File: config.mk
export PLATFORM = sky130hd
export DESIGN_NAME = fetch_decode_buffer
export DESIGN_NICKNAME = d
export VERILOG_FILES = /design/src/rtl/core_pkg.sv /design/src/rtl/fdb_storage.sv /design/src/rtl/fetch_decode_buffer.sv
export SDC_FILE = /design/constraint.sdc
export NUM_CORES = 1
export LEC_CHECK = 0
export CORE_MARGIN = 8
export CORE_UTILIZATION = 52
export DETAILED_ROUTE_END_ITERATION = 12
export PLACE_DENSITY = 0.82
export SYNTH_ARGS = -nofsm -noshare
export SYNTH_HDL_FRONTEND = slang
export SYNTH_SLANG_ARGS = --single-unit
File: constraint.sdc
create_clock -name clk -period 11.8 [get_ports clk]
set_input_delay 2.36 -clock clk [delete_from_list [all_inputs] [get_ports clk]]
set_output_delay 2.36 -clock clk [all_outputs]
set_load 0.01 [all_outputs]
File: src/rtl/core_pkg.sv
// Shared core types and constants for the fetch and decode stages.
package core_pkg;

  localparam int XLEN = 64;
  localparam int ILEN = 32;
  localparam logic [31:0] NOP_INSTR = 32'h00000013;

  typedef struct packed {
    logic [XLEN-1:0] pc;
    logic [ILEN-1:0] instr;
  } fetch_pkt_t;

endpackage

File: src/rtl/fdb_storage.sv
// Entry storage for the fetch/decode buffer.
// One synchronous write port and one asynchronous read port; contents are never reset.
module fdb_storage #(
  parameter int DEPTH = 2,
  parameter int WIDTH = 96,
  parameter int AW    = 1
) (
  input  logic             clk,
  input  logic             wr_en,
  input  logic [AW-1:0]    wr_addr,
  input  logic [WIDTH-1:0] wr_data,
  input  logic [AW-1:0]    rd_addr,
  output logic [WIDTH-1:0] rd_data
);

  logic [WIDTH-1:0] mem_r [DEPTH];

  // write port: capture the accepted entry at the write pointer
  always_ff @(posedge clk) begin
    if (wr_en) begin
      mem_r[wr_addr] <= wr_data;
    end
  end

  assign rd_data = mem_r[rd_addr];

endmodule

File: src/rtl/fetch_decode_buffer.sv
// Elastic FIFO between instruction fetch and decode, with valid/ready on both sides
// and a synchronous flush that discards wrong-path entries.
module fetch_decode_buffer #(
  parameter int DEPTH = 2,
  parameter int XLEN  = core_pkg::XLEN,
  parameter int ILEN  = core_pkg::ILEN
) (
  input  logic                       clk,
  input  logic                       reset,
  input  logic                       in_valid,
  output logic                       in_ready,
  input  logic [XLEN-1:0]            in_pc,
  input  logic [ILEN-1:0]            in_instr,
  input  logic                       flush,
  output logic                       out_valid,
  input  logic                       out_ready,
  output logic [XLEN-1:0]            out_pc,
  output logic [ILEN-1:0]            out_instr,
  output logic [$clog2(DEPTH+1)-1:0] count,
  output logic                       empty,
  output logic                       full
);

  import core_pkg::*;

  localparam int PTR_W = $clog2(DEPTH);
  localparam int CNT_W = $clog2(DEPTH+1);
  localparam int PKT_W = XLEN + ILEN;

  logic [PTR_W-1:0] wr_ptr_r, rd_ptr_r;
  logic [PTR_W-1:0] wr_ptr_nxt_s, rd_ptr_nxt_s;
  logic [CNT_W-1:0] count_r, count_nxt_s;
  logic             empty_r, full_r;
  logic             push_s, pop_s;
  logic [PKT_W-1:0] rd_data_s;

  assign push_s = in_valid && !full_r && !flush;
  assign pop_s  = !empty_r && out_ready && !flush;

  fdb_storage #(
    .DEPTH (DEPTH),
    .WIDTH (PKT_W),
    .AW    (PTR_W)
  ) u_storage (
    .clk     (clk),
    .wr_en   (push_s),
    .wr_addr (wr_ptr_r),
    .wr_data ({in_pc, in_instr}),
    .rd_addr (rd_ptr_r),
    .rd_data (rd_data_s)
  );

  // next pointer/occupancy; flush overrides any same-cycle push or pop
  always_comb begin
    wr_ptr_nxt_s = wr_ptr_r;
    rd_ptr_nxt_s = rd_ptr_r;
    count_nxt_s  = count_r;
    if (flush) begin
      wr_ptr_nxt_s = {PTR_W{1'b0}};
      rd_ptr_nxt_s = {PTR_W{1'b0}};
      count_nxt_s  = {CNT_W{1'b0}};
    end else begin
      if (push_s) begin
        wr_ptr_nxt_s = wr_ptr_r + PTR_W'(1);
      end else begin
        wr_ptr_nxt_s = wr_ptr_r;
      end
      if (pop_s) begin
        rd_ptr_nxt_s = rd_ptr_r + PTR_W'(1);
      end else begin
        rd_ptr_nxt_s = rd_ptr_r;
      end
      case ({push_s, pop_s})
        2'b10:   count_nxt_s = count_r + CNT_W'(1);
        2'b01:   count_nxt_s = count_r - CNT_W'(1);
        default: count_nxt_s = count_r;
      endcase
    end
  end

  // state registers; status flags are registered alongside the count
  always_ff @(posedge clk or posedge reset) begin
    if (reset) begin
      wr_ptr_r <= {PTR_W{1'b0}};
      rd_ptr_r <= {PTR_W{1'b0}};
      count_r  <= {CNT_W{1'b0}};
      empty_r  <= 1'b1;
      full_r   <= 1'b0;
    end else begin
      wr_ptr_r <= wr_ptr_nxt_s;
      rd_ptr_r <= rd_ptr_nxt_s;
      count_r  <= count_nxt_s;
      empty_r  <= (count_nxt_s == {CNT_W{1'b0}});
      full_r   <= (count_nxt_s == CNT_W'(DEPTH));
    end
  end

  assign in_ready  = !full_r;
  assign out_valid = !empty_r;
  assign count     = count_r;
  assign empty     = empty_r;
  assign full      = full_r;

  // stale storage is masked so decode sees a harmless NOP when nothing is buffered
  assign out_pc    = empty_r ? {XLEN{1'b0}} : rd_data_s[PKT_W-1:ILEN];
  assign out_instr = empty_r ? ILEN'(NOP_INSTR) : rd_data_s[ILEN-1:0];

endmodule

==> flow_summary.yaml <==
# yosys + openroad results
global_route:
  grt_max_degree: 97
  grt.total_usage_pct: 16.9
  met1_usage_pct: 20.8
  use_met3_pct: 5.51
  grtUsageMet2_pct: 27.8
  grt_pass1_wl_mm: 23.7
  grt.busiest_layer: "met2"
timing:
  hold_viol: 0
  relSlewSlack_pct: 15.6
  tightest_slew_ns: 1.26
  fin_skew_ns: 0.00777
  finalSetupViolCount: 0
  rsz0062_at_grt: "no"
  whs_ns: 0.637
  setup_tns_ns: 0
  fmax_mhz: 181
layout:
  fillers: 936
  finalNonFillerCells: 840
  layout.cells.most_common_list: "clkdlybuf4s50_1, edfxtp_1, nor2_1, mux2i_1, clkbuf_16"
  drive_gt1_share_pct: 5.49
  fin_area_mm2: 0.0103
  fin_util_pct: 71.5
  area_growth_pct: 35.9
  diodes: 0
  nNetsFinal: 745
  mostFrequentLayoutCell: "clkdlybuf4s50_1"
routing:
  drt-total-wl_mm: 16.0
  drt-initial-drc-count: 323
  route.met2.wl_mm: 8.03
  drtAntennaViolNets: 0
  highest_layer: "met4"
  wl_met1_mm: 6.52
  avgViaCountPerCell: 5.06
  drtPass1Iterations: 4
  drc_errors: 0
  vias: 4250
worst_setup_path:
  critical_path.max_fanout: 68
  crit_required_ns: 9.44
  cp-start-kind: "flip-flop"
  critical_path_class: "flip-flop to output pin"
  end_kind: "output pin"
  arrival_ns: 3.18
logic_synthesis:
  top_cell_area_share_pct: 76.3
  ys_chip_area_mm2: 0.00756
  compound_area_share_pct: 0.364
  mux_share_pct: 12.7
  logic_family: "multiplexers"
  synth_area_mm2: 0.00756
  avgSynthCellArea_um2: 17.2
  yosysUniqueCellTypes: 22
  yosys_warnings: 0
  ys.flops: 198
  netlist_instances: 440
  seq_area_frac_synth_pct: 78.3
  ys_sh_adder_pct: 0.166
  synth_nets: 542
  ys_sh_simple_pct: 5.76
  largest_area_cell: "edfxtp_1"
  ys_cells: 440
  xor_share_pct: 0.463
floorplanning:
  rows: 44
  die_h_um: 137
  fp_util_pct: 52.6
  ios: 203
  fp.coreArea_mm2: 0.0144
flow_run:
  cap_violations: 0
place:
  hpwl_mm: 10.6
  finalWeightedCongestion: 0.782
  dp.cells: 808
  placed_cell_area_mm2: 0.00970
  place_ws_ns: 6.37
  port_buffers: 202
outcome:
  outcome: "completed"
pwr:
  p_seq_share_pct: 53.0
  power_mw: 1.57
  p_seq_mw: 0.831
  p_comb_mw: 0.186
  irDropWorstVdd_mv: 0.114
  clock_power_mw: 0.550
  largestPowerGroup: "registers"
  power_density_mw_per_mm2: 153
  swShare_pct: 22.0
  internal-power_mw: 1.22
  total_leakage_power_nw: 3.34
clocking:
  postCtsSetupRepairBufs: 0
  clock_sinks: 198
  cts_tree: "done"
  cts_hold_buf: 0
  clk-insertion-delay-late_ns: 0.42
  cts-htree-levels: 4
  clk_pin_slew_worst_paths_ns: 0.06
  cts-root-buf: "clkbuf_16"
  cts_inserted_buffers: 17
min_path:
  hold_class: "flip-flop to flip-flop"
==> cells in the mapped netlist <==
| master | count |
|---|---|
| nor2_1 | 98 |
| buf_4 | 7 |
| dfrtp_1 | 5 |
| inv_1 | 5 |
| mux2i_1 | 96 |
| xnor2_1 | 4 |
| or2b_1 | 1 |
| nor3_1 | 1 |
| nand2_1 | 3 |
| o21ai_0 | 2 |
| buf_2 | 1 |
| a22oi_1 | 1 |
| nand2b_1 | 1 |
| or3_1 | 1 |
| edfxtp_1 | 192 |
| buf_8 | 4 |
| a21oi_1 | 2 |
| clkbuf_1 | 8 |
| dfstp_2 | 1 |
| ha_1 | 1 |
| nor2b_1 | 5 |
| buf_1 | 1 |
==> final cells by class <==
type	instances	area (µm²)	share of cell area [%]
Sequential cell	198	5920	57.7
Clock inverter	13	131	1.28
Tap cell	184	230	2.24
Timing Repair Buffer	205	2040	19.9
Inverter	5	18.8	0.183
Clock buffer	19	433	4.22
Multi-Input combinational cell	216	1490	14.5
==> worst paths after layout <==
path | start | to | slack (ns) | cells past startpoint
min in group asynchronous | reset | count[0] | 2.17 | 2
max in group asynchronous | reset | empty | 9.37 | 2
setup / recovery | rd_ptr_r | out_pc[9] | 6.26 | 4
setup reg to reg | full | u_storage.mem_r[0][18] | 8.87 | 4
hold / removal | wr_ptr_r | wr_ptr_r | 0.64 | 2
hold reg to reg | wr_ptr_r | wr_ptr_r | 0.64 | 2
==> worst max-delay path: stages, from the launching register on <==
cell	delay, ns
dfrtp_4	0.76
buf_4	0.93
mux2i_1	0.26
nor2_1	0.15
clkdlybuf4s50_1	0.55
==> registers in the layout (all words and copies together), names as in the netlist <==
register / count
count: 2
empty: 1
full: 1
rd_ptr_r: 1
u_storage.mem_r: 192
wr_ptr_r: 1
Fig. 1: clock distribution
The bar under the picture is 50 µm long.
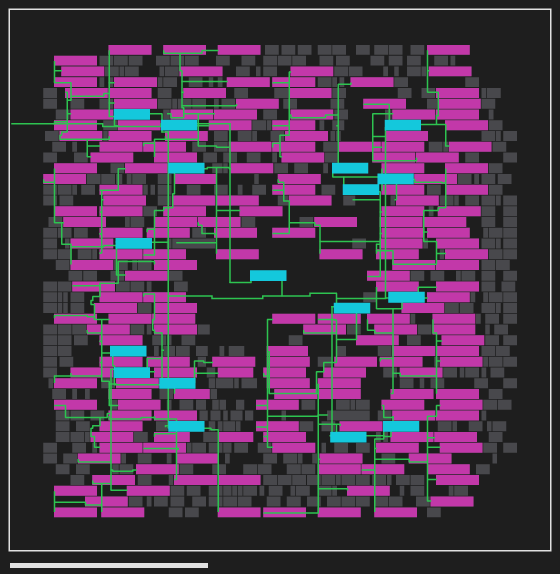
[magenta] flip-flops | count: 198
[green] clock wires | length: 1900 µm
[cyan] clock-net drivers | count: 17
flops lie: spread over the die
routed clock nets: 18

Fig. 2: the metal 3 layer
The bar under the picture is 50 µm long. Cells faint in the background.
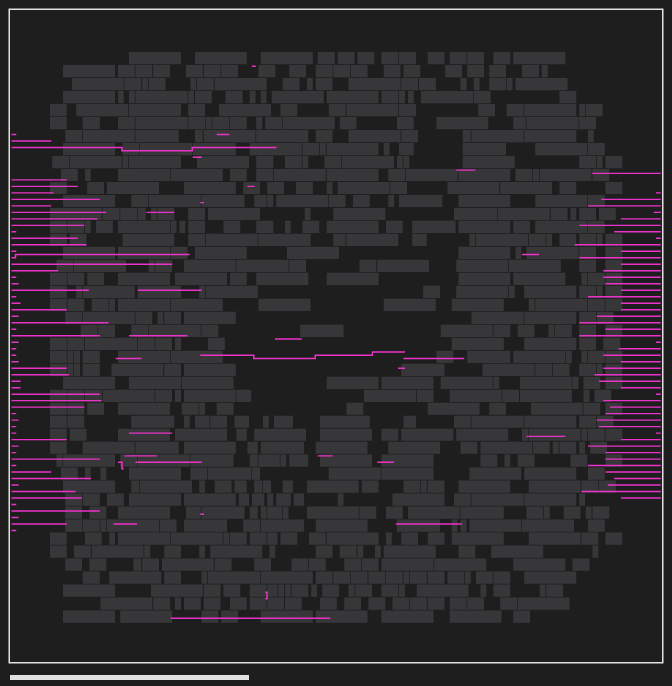
longest straight run: 36.3 µm
share of all routed wire: 8.0%
main direction: horizontal
wire length on this layer: 1280 µm
nets with wire on the layer: 122

Fig. 3: met2 routing
Cells faint in the background.
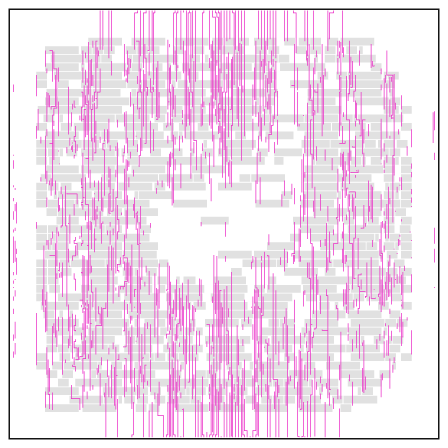
main direction: vertical
wire length on this layer: 8030 µm
share of all routed wire: 50%
nets with wire on the layer: 653

Fig. 4: metal layers overlaid
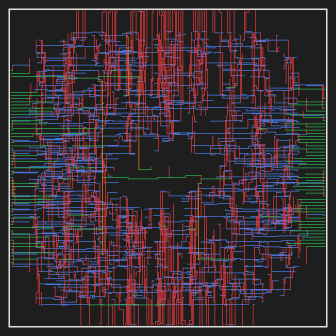
| colour | layer | wire length |
|---|---|---|
| red | M2 | 8030 µm |
| green | M3 | 1280 µm |
| blue | M1 | 6520 µm |
| orange | M4 | 173 µm |

Power and IR drop assume default switching activity.
